==> src/rtl/apply_iteration_end_buffered.sv <==
// Per-core buffered successor stage: vertex FIFO, drain-gated iteration_end, global done pulse.
// Optional convergence tracking (updated_count/converged) when APPLY_ITER_END_CONVERGE_EN is defined.
module apply_iteration_end_buffered #(
  parameter int unsigned V_ID_WIDTH         = 16,
  parameter int unsigned CORE_NUM           = 2,
  parameter int unsigned ITERATION_WIDTH    = 8,
  parameter int unsigned FIFO_DEPTH         = 16,
  parameter int unsigned ALMOST_FULL_MARGIN = 4
) (
  input  logic                           clk,
  input  logic [CORE_NUM-1:0]            rst,
  input  logic [CORE_NUM*V_ID_WIDTH-1:0] front_active_v_id,
  input  logic [CORE_NUM-1:0]            front_active_v_updated,
  input  logic [CORE_NUM-1:0]            front_active_v_valid,
  input  logic [CORE_NUM-1:0]            front_iteration_end,
  input  logic [CORE_NUM-1:0]            front_iteration_end_valid,
  input  logic [CORE_NUM-1:0]            next_stage_full,
  output logic [CORE_NUM-1:0]            buffer_almost_full,
  output logic [CORE_NUM-1:0]            buffer_overflow,
  output logic [CORE_NUM*V_ID_WIDTH-1:0] active_v_id,
  output logic [CORE_NUM-1:0]            active_v_updated,
  output logic [CORE_NUM-1:0]            active_v_valid,
  output logic [CORE_NUM-1:0]            iteration_end,
  output logic [CORE_NUM-1:0]            iteration_end_valid,
`ifdef APPLY_ITER_END_CONVERGE_EN
  output logic [31:0]                    updated_count,
  output logic                           converged,
`endif
  output logic                           all_iteration_end,
  output logic [ITERATION_WIDTH-1:0]     iteration_count
);

  localparam int unsigned PtrW = $clog2(FIFO_DEPTH);
  localparam int unsigned CntW = $clog2(FIFO_DEPTH) + 1;
  localparam logic [CntW-1:0] DepthC   = CntW'(FIFO_DEPTH);
  localparam logic [CntW-1:0] AfThresh = CntW'(FIFO_DEPTH - ALMOST_FULL_MARGIN);

  typedef enum logic [1:0] {StRun, StDrain, StDone} state_e;

  logic [CORE_NUM-1:0] done_vec;
  logic [CORE_NUM-1:0] pop_upd;
  logic                all_end;

  assign all_end = &done_vec;

  for (genvar i = 0; i < CORE_NUM; i++) begin : g_core
    logic [V_ID_WIDTH:0]   mem_q [FIFO_DEPTH];
    logic [PtrW-1:0]       wptr_q, rptr_q;
    logic [CntW-1:0]       cnt_q, cnt_d;
    logic [V_ID_WIDTH:0]   head;
    logic                  empty, full, push, pop;
    state_e                state_q, state_d;
    logic [V_ID_WIDTH-1:0] id_q;
    logic                  upd_q, vld_q, af_q, ovf_q, iev_q;

    assign head  = mem_q[rptr_q];
    assign empty = (cnt_q == '0);
    assign full  = (cnt_q == DepthC);
    assign pop   = ~rst[i] & ~empty & ~next_stage_full[i];
    // A simultaneous pop frees a slot, so a push on full is still accepted.
    assign push  = ~rst[i] & front_active_v_valid[i] & (~full | pop);

    always_comb begin
      cnt_d = cnt_q;
      if (push && !pop)      cnt_d = cnt_q + CntW'(1);
      else if (pop && !push) cnt_d = cnt_q - CntW'(1);
    end

    always_comb begin
      state_d = state_q;
      if (all_end) begin
        state_d = StRun;
      end else begin
        unique case (state_q)
          StRun:   if (front_iteration_end_valid[i] && front_iteration_end[i]) state_d = StDrain;
          StDrain: if (empty && !push && !pop) state_d = StDone;
          StDone: begin
            if (push) state_d = StDrain;
            else if (front_iteration_end_valid[i] && !front_iteration_end[i]) state_d = StRun;
          end
          default: state_d = StRun;
        endcase
      end
    end

    always_ff @(posedge clk) begin
      if (push) mem_q[wptr_q] <= {front_active_v_updated[i],
                                  front_active_v_id[i*V_ID_WIDTH +: V_ID_WIDTH]};
    end

    always_ff @(posedge clk) begin
      if (rst[i]) begin
        wptr_q  <= '0;
        rptr_q  <= '0;
        cnt_q   <= '0;
        state_q <= StRun;
        id_q    <= '0;
        upd_q   <= 1'b0;
        vld_q   <= 1'b0;
        af_q    <= 1'b0;
        ovf_q   <= 1'b0;
        iev_q   <= 1'b0;
      end else begin
        if (push) wptr_q <= wptr_q + PtrW'(1);
        if (pop)  rptr_q <= rptr_q + PtrW'(1);
        cnt_q   <= cnt_d;
        state_q <= state_d;
        id_q    <= pop ? head[V_ID_WIDTH-1:0] : '0;
        upd_q   <= pop & head[V_ID_WIDTH];
        vld_q   <= pop;
        af_q    <= (cnt_d >= AfThresh);
        iev_q   <= front_iteration_end_valid[i];
        if (front_active_v_valid[i] && full && !pop) ovf_q <= 1'b1;
      end
    end

    assign done_vec[i]                               = (state_q == StDone);
    assign pop_upd[i]                                = pop & head[V_ID_WIDTH];
    assign active_v_id[i*V_ID_WIDTH +: V_ID_WIDTH]   = id_q;
    assign active_v_updated[i]                       = upd_q;
    assign active_v_valid[i]                         = vld_q;
    assign buffer_almost_full[i]                     = af_q;
    assign buffer_overflow[i]                        = ovf_q;
    assign iteration_end[i]                          = (state_q == StDone);
    assign iteration_end_valid[i]                    = iev_q;
  end

  logic [ITERATION_WIDTH-1:0] iter_q;

  always_ff @(posedge clk) begin
    if (rst[0])       iter_q <= '0;
    else if (all_end) iter_q <= iter_q + ITERATION_WIDTH'(1);
  end

  assign all_iteration_end = all_end;
  assign iteration_count   = iter_q;

`ifdef APPLY_ITER_END_CONVERGE_EN
  logic [31:0] upd_cnt_q;
  logic [32:0] upd_sum;

  always_comb begin
    upd_sum = {1'b0, upd_cnt_q};
    for (int unsigned k = 0; k < CORE_NUM; k++) begin
      upd_sum = upd_sum + 33'(pop_upd[k]);
    end
  end

  always_ff @(posedge clk) begin
    if (rst[0] || all_end) upd_cnt_q <= '0;
    else                   upd_cnt_q <= upd_sum[32] ? 32'hFFFF_FFFF : upd_sum[31:0];
  end

  assign updated_count = upd_cnt_q;
  assign converged     = all_end & (upd_cnt_q == '0);
`else
  logic unused_pop_upd;
  assign unused_pop_upd = ^pop_upd;
`endif

endmodule

==> config.mk <==
export PLATFORM = sky130hd
export DESIGN_NAME = apply_iteration_end_buffered
export DESIGN_NICKNAME = d
export VERILOG_FILES = /design/src/rtl/apply_iteration_end_buffered.sv
export SDC_FILE = /design/constraint.sdc
export NUM_CORES = 1
export LEC_CHECK = 0
export ABC_AREA = 1
export ABC_CLOCK_PERIOD_IN_PS = 7300
export CAP_MARGIN = 20
export CORE_MARGIN = 2
export CORE_UTILIZATION = 24
export DETAILED_ROUTE_END_ITERATION = 12
export RECOVER_POWER = 50
export SLEW_MARGIN = 40
export SYNTH_ARGS = -nofsm -noshare
export SYNTH_HDL_FRONTEND = slang
export SYNTH_SLANG_ARGS = --single-unit
==> constraint.sdc <==
create_clock -name clk -period 7.3 [get_ports clk]
set_clock_uncertainty 0.1 [all_clocks]
set_input_delay 1.095 -clock clk [delete_from_list [all_inputs] [get_ports clk]]
set_output_delay 1.095 -clock clk [all_outputs]
set_load 0.03 [all_outputs]
Figure 1. Wire density map (run 1).
The bar under the picture is 100 um long. 33 x 33 tiles, from black (low) to pale yellow (high), scaled to the fullest tile. Values are wire area over tile area, all layers added.
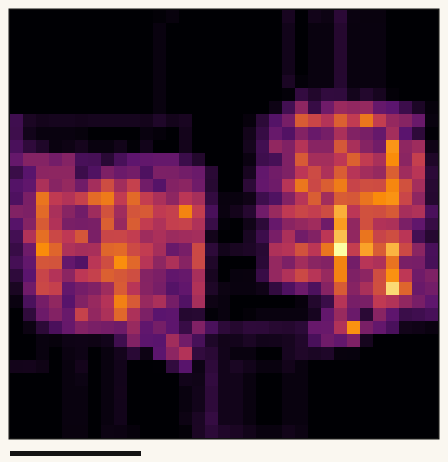
mean over tiles = 0.10
fullest tile = 0.56
emptiest ninth of the die = north-west
tiles over half the peak = 11%
densest ninth of the die = east
final WL: 66,700 um
wire per inst: 18.7 um
via count: 16,000

Figure 2. Zoomed window (run 1).
The bar under the picture is 20 um long. Region (57, 57) to (107, 107) um. Cells in grey, sequential cells in the stronger grey; small squares are vias.
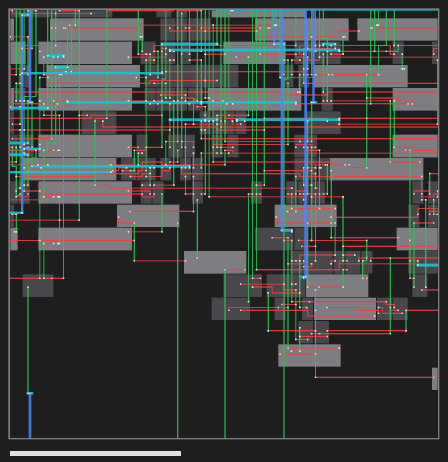
green -> M2
red -> M1
blue -> M4
cyan -> M3
netlist names of flops here include = `g_core.mem_q` (13), `g_core.wptr_q` (4), `g_core.id_q` (3)
most frequent = nand2_1 (20), nor2_1 (15), edfxtp_1 (13)
cells with their middle in the window = 97
sequential cells in the window = 22

Figure 3. Placed standard cells (run 1).
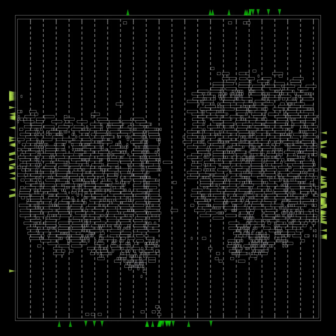
FP Rows: 118
flip-flops: 632
area of the core: 0.104 sq mm

Figure 4. Sequential cells coloured by netlist name (run 1).
Other sequential cells in the stronger grey, the rest of the logic in the fainter grey.
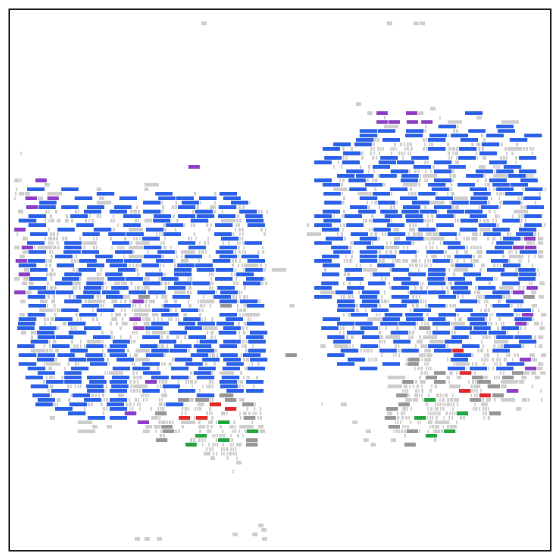
purple -> `g_core.id_q`  # placed flops 32
green -> `g_core.cnt_q`  # placed flops 10
red -> `g_core.rptr_q`  # placed flops 8
blue -> `g_core.mem_q`  # placed flops 544
not coloured = 38
Seq group: 4.00 mW
final core occ: 28.1%
register area: 0.0181 sq mm

==> metrics.yaml, run 1 <==
hold_ws_ns: 0.383
area_leaders: "edfxtp_1, dfxtp_1, o21ai_0, nor2_1, nand2_1"
grt.busiest_layer: "met2"
seqPwrFrac_pct: 52.4
chip_area_sq_mm: 0.107
cts_setup_buffers: 0
worstSkewPairLatency_ns: 0.63
finalMaxSlewViolations: 81
numCtsBuffers: 58
post-place-ws_ns: 3.15
total_power_mw: 7.64
clock_power_share_pct: 40.6
violations: "capacitance limit, slew limit"
grtUsageMet3_pct: 2.10
io_buffers: 97
tightest_slew_ns: 3.33
fin_crit_sh_pct: 64.5
logic_family: "simple AND/OR/NAND/NOR gates"
setup_ws_ns: 2.59
crit_type: "reg2reg"
fp_nets: 2157
min_from: "iteration_count[2]$_SDFFE_PP0P_"
die_h_um: 328
drv_cap: 1
logic_area_sq_mm: 0.00606
met1_usage_pct: 16.4
drt-initial-drc-count: 1778
hold_path_end: "iteration_count[2]$_SDFFE_PP0P_"
cp-start-kind: "flop"
clk-power_mw: 3.10
p_comb_mw: 0.538
status: "finished, violations left"
final-setup-viol-count: 0
dr_wl_met2_um: 31300
clock_sinks: 632
worstPathArrival_ns: 5.12
Figure 5. Cells coloured by class (run 1).
Fill, decap, tap and diode cells in grey.
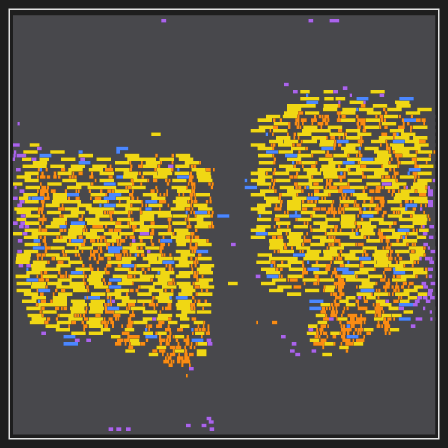

## Run 2: what changed since run 1
--- a/config.mk
+++ b/config.mk
@@ -6,7 +6,7 @@
 export NUM_CORES = 1
 export LEC_CHECK = 0
 export ABC_AREA = 1
-export ABC_CLOCK_PERIOD_IN_PS = 7300
+export ABC_CLOCK_PERIOD_IN_PS = 3850
 export CAP_MARGIN = 20
 export CORE_MARGIN = 2
 export CORE_UTILIZATION = 24
==> constraint.sdc (replaced) <==
create_clock -name clk -period 3.85 [get_ports clk]
set_clock_uncertainty 0.1 [all_clocks]
set_input_delay 0.5775 -clock clk [delete_from_list [all_inputs] [get_ports clk]]
set_output_delay 0.5775 -clock clk [all_outputs]
set_load 0.03 [all_outputs]
Figure 6. Cells coloured by class (run 2).
Fill, decap, tap and diode cells in grey.
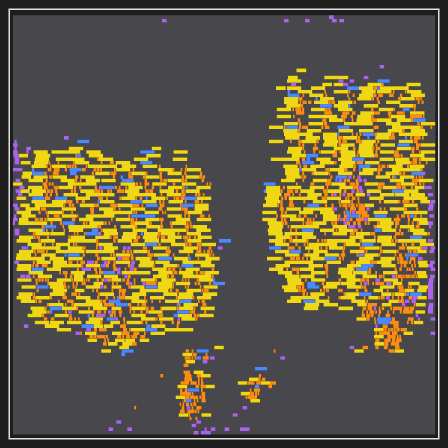
blue -> clock drivers and dummy loads  # cells 121
yellow -> registers  # cells 632
orange -> remaining logic cells  # cells 1,337
purple -> remaining buffers and delay cells  # cells 154
final non-filler cell area: 0.0297 sq mm
final core occ: 28.6%
Seq area share: 61.0%

Figure 7. Placed standard cells (run 2).
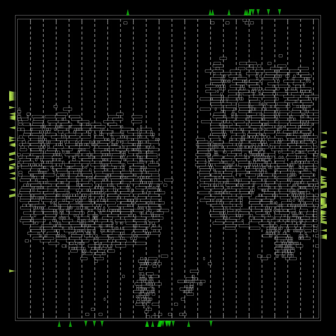
tap cell instance count: 1,380
fill count: 10,600
Layout Cells excl Fill: 3,625

==> run 2 against run 1 <==
Net effect:
- the flow now finishes without violations
- non-clock buffer count up 44
- die size unchanged
- worst setup slack worse by 1.7 ns
- via count up 0.91%
- largest power group unchanged
- highest routed layer is now met5
==> metrics.yaml, run 2 <==
powerSeq_mw: 7.58  # +89%
setup_ws_ns: 0.921  # -1.67 ns
io_buffers: 97  # unchanged
final-setup-viol-count: 0  # unchanged
hold_ws_ns: 0.386  # +0.00266 ns
numCtsBuffers: 68  # +17%
fin_crit_sh_pct: 76.1
total_power_mw: 15.0  # +96%
grtUsageMet3_pct: 2.58  # +0.49 points
fp_nets: 2157  # unchanged
die_h_um: 328  # unchanged
seqPwrFrac_pct: 50.6  # -1.8 points
worstSkewPairLatency_ns: 0.61  # -0.02 ns
clk-power_mw: 6.39  # +110%
chip_area_sq_mm: 0.107  # unchanged
wl_per_cell_um: 17.9  # -4.0%
met1_usage_pct: 15.8  # -0.65 points
crit_type: "reg2out"
seqCellArea_sq_mm: 0.0181  # about the same
clock_power_share_pct: 42.6  # +2.0 points
status: "finished, final reports clean"
post-place-ws_ns: 0.822  # -2.33 ns
ff_count: 632  # unchanged
logic_area_sq_mm: 0.00590  # -2.7%
cp-start-kind: "flop"
area_leaders: "edfxtp_1, dfxtp_1, o21ai_0, nor2_1, nand2_1"
postRouteWirelength_um: 65000  # -2.6%
logic_family: "simple AND/OR/NAND/NOR gates"
finalMaxSlewViolations: 0  # -100%
clock_sinks: 632  # unchanged
No activity file was given, so power comes from the tool's default toggle rates.
